### src/rtl/io_write_arbiter.sv
// Round-robin arbiter that shares the output-port register block's single write port
// between two requesters. Each requester has a one-entry buffer and a valid/ready handshake.
module io_write_arbiter #(
   parameter int unsigned DATA_W = 32,
   parameter int unsigned ADDR_W = 32,
   parameter int unsigned CNT_W  = 16
) (
   input  logic              io_clk,
   input  logic              resetn,
   input  logic              req0_valid,
   input  logic [ADDR_W-1:0] req0_addr,
   input  logic [DATA_W-1:0] req0_data,
   output logic              req0_ready,
   input  logic              req1_valid,
   input  logic [ADDR_W-1:0] req1_addr,
   input  logic [DATA_W-1:0] req1_data,
   output logic              req1_ready,
   output logic              write_io_enable,
   output logic [ADDR_W-1:0] addr,
   output logic [DATA_W-1:0] datain,
   output logic              grant_id,
   output logic              err_addr,
   output logic [CNT_W-1:0]  wr_count0,
   output logic [CNT_W-1:0]  wr_count1
);

   typedef enum logic [1:0] {
      SEL_NONE = 2'd0,
      SEL_0    = 2'd1,
      SEL_1    = 2'd2
   } sel_e;

   logic              buf0_full;
   logic              buf1_full;
   logic [ADDR_W-1:0] buf0_addr;
   logic [ADDR_W-1:0] buf1_addr;
   logic [DATA_W-1:0] buf0_data;
   logic [DATA_W-1:0] buf1_data;
   logic              last_grant;

   sel_e              sel;
   logic [ADDR_W-1:0] sel_addr;
   logic [DATA_W-1:0] sel_data;
   logic              sel_mapped;

   // Ready comes straight from buffer state, so a freed buffer is visible only after the edge.
   assign req0_ready = ~buf0_full;
   assign req1_ready = ~buf1_full;

   always_comb begin
      sel = SEL_NONE;
      if (buf0_full && buf1_full) begin
         sel = last_grant ? SEL_0 : SEL_1;
      end else if (buf0_full) begin
         sel = SEL_0;
      end else if (buf1_full) begin
         sel = SEL_1;
      end
   end

   always_comb begin
      sel_addr   = (sel == SEL_1) ? buf1_addr : buf0_addr;
      sel_data   = (sel == SEL_1) ? buf1_data : buf0_data;
      sel_mapped = (sel_addr[7:2] >= 6'h20) && (sel_addr[7:2] <= 6'h22);
   end

   // A buffer cannot be accepted into and granted in the same edge: accept needs it empty.
   always_ff @(posedge io_clk or negedge resetn) begin
      if (!resetn) begin
         buf0_full <= 1'b0;
         buf0_addr <= '0;
         buf0_data <= '0;
      end else if (req0_valid && !buf0_full) begin
         buf0_full <= 1'b1;
         buf0_addr <= req0_addr;
         buf0_data <= req0_data;
      end else if (sel == SEL_0) begin
         buf0_full <= 1'b0;
      end
   end

   always_ff @(posedge io_clk or negedge resetn) begin
      if (!resetn) begin
         buf1_full <= 1'b0;
         buf1_addr <= '0;
         buf1_data <= '0;
      end else if (req1_valid && !buf1_full) begin
         buf1_full <= 1'b1;
         buf1_addr <= req1_addr;
         buf1_data <= req1_data;
      end else if (sel == SEL_1) begin
         buf1_full <= 1'b0;
      end
   end

   always_ff @(posedge io_clk or negedge resetn) begin
      if (!resetn) begin
         write_io_enable <= 1'b0;
         err_addr        <= 1'b0;
         addr            <= '0;
         datain          <= '0;
         grant_id        <= 1'b0;
         last_grant      <= 1'b1;
         wr_count0       <= '0;
         wr_count1       <= '0;
      end else begin
         write_io_enable <= 1'b0;
         err_addr        <= 1'b0;
         if (sel != SEL_NONE) begin
            addr       <= sel_addr;
            datain     <= sel_data;
            grant_id   <= (sel == SEL_1);
            last_grant <= (sel == SEL_1);
            if (sel_mapped) begin
               write_io_enable <= 1'b1;
               if (sel == SEL_1) begin
                  if (wr_count1 != '1) wr_count1 <= wr_count1 + 1'b1;
               end else begin
                  if (wr_count0 != '1) wr_count0 <= wr_count0 + 1'b1;
               end
            end else begin
               err_addr <= 1'b1;
            end
         end
      end
   end

endmodule

### config.mk
export PLATFORM = sky130hd
export DESIGN_NAME = io_write_arbiter
export DESIGN_NICKNAME = d
export VERILOG_FILES = /design/src/rtl/io_write_arbiter.sv
export SDC_FILE = /design/constraint.sdc
export NUM_CORES = 1
export LEC_CHECK = 0
export ABC_AREA = 0
export CORE_AREA = 2 2 118 178
export DETAILED_ROUTE_END_ITERATION = 10
export DIE_AREA = 0 0 120 180
export PLACE_DENSITY = 0.79
export SLEW_MARGIN = 10
export SYNTH_ARGS = -nofsm -noshare
export SYNTH_HDL_FRONTEND = slang
export SYNTH_SLANG_ARGS = --single-unit
### constraint.sdc
create_clock -name io_clk -period 1.87 [get_ports io_clk]
set_input_delay 0.187 -clock io_clk [delete_from_list [all_inputs] [get_ports io_clk]]
set_output_delay 0.187 -clock io_clk [all_outputs]
set_load 0.01 [all_outputs]
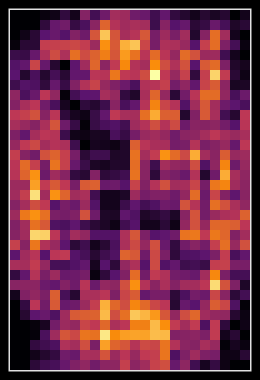
(images/route_heat.png)
Drawn at 2 px/um. The die is cut into 24 by 36 equal tiles; black is low, pale yellow is high, scaled to the fullest tile. Values are wire area over tile area, all layers added.
26% of the tiles are over half the peak. The densest ninth of the die: bottom middle. The fullest tile reaches 0.51.

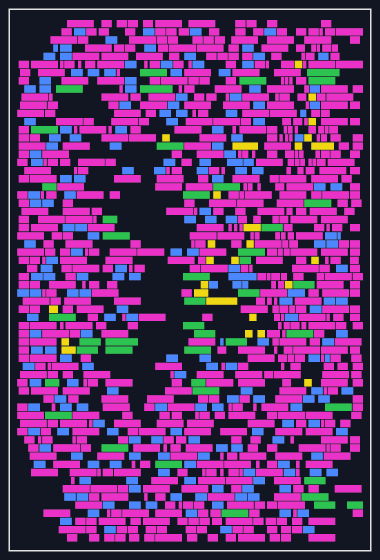
(images/sizing.png)
Drawn at 3 px/um.
x2: drawn in blue, cells 210, share 22%. x3 and x4: drawn in yellow, cells 26, share 2.7%. x1 and smaller: drawn in magenta, cells 696, share 71%. x6 and larger: drawn in green, cells 43, share 4.4%.

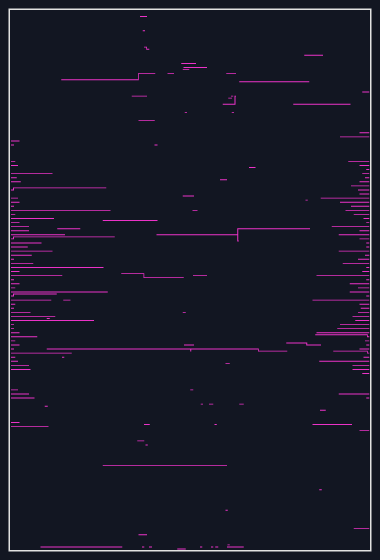
(images/m3.png)
Drawn at 3 px/um.
The longest straight run is 70.4 um. The wires run mostly horizontal. 146 nets have wire on it. The layer carries 1250 um of wire.

==> results_dict.tcl <==
# metrics dict for downstream scripts
set metrics [dict create \
    drive_gt1_share_pct 28.6 \
    switching_power_mw 5.77 \
    yosysWarnings 0 \
    p_per_area_nw_per_um2 1420 \
    cts.sinks 230 \
    r2r-start "wr_count1[1]$_DFFE_PN0P_" \
    drc_errors 0 \
    critPathKind "flop to output port" \
    ys_seq_share_pct 58.3 \
    cts_buffer_depth 3 \
    ff_latch_area_um2 5760 \
    status "complete, no violations" \
    fp_nets 854 \
    swShare_pct 30.2 \
    maxUsedRoutingLayer "met4" \
    root_buffer "clkbuf_16" \
    fin_cells 1240 \
    cts_tree "done" \
    layout_setup_ws_ps 85.8 \
    yosysMostFrequentCell "dfrtp_1" \
    r2r_cells 6 \
    setup-tns-final_ps 0 \
    met1_usage_pct 28.6 \
    place_hpwl_um 16500 \
    finalHoldViolCount 0 \
    wl_met3_um 1250 \
]
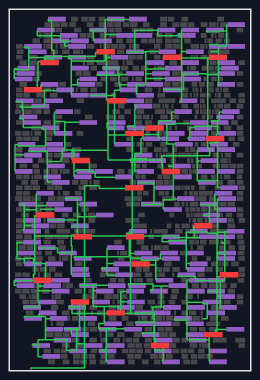
(images/clock_wires.png)
Drawn at 2 px/um.
clock wires: drawn in green, length 2830 um. flip-flops: drawn in purple, count 230. clock-net drivers: drawn in red, count 23.
There are 24 routed clock nets. Position of the flops: all over the die.

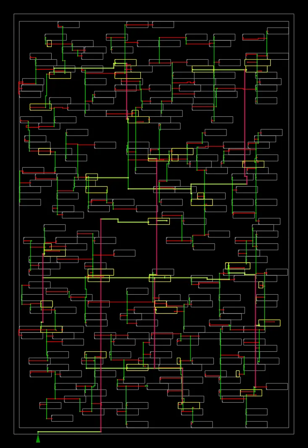
(images/clock_nets.png)
clock buffers: 30
worst-skew pair later-pin latency: 510 ps
clk pwr: 4.75 mW
Clock Skew: 13.6 ps

Power and IR drop assume default switching activity.
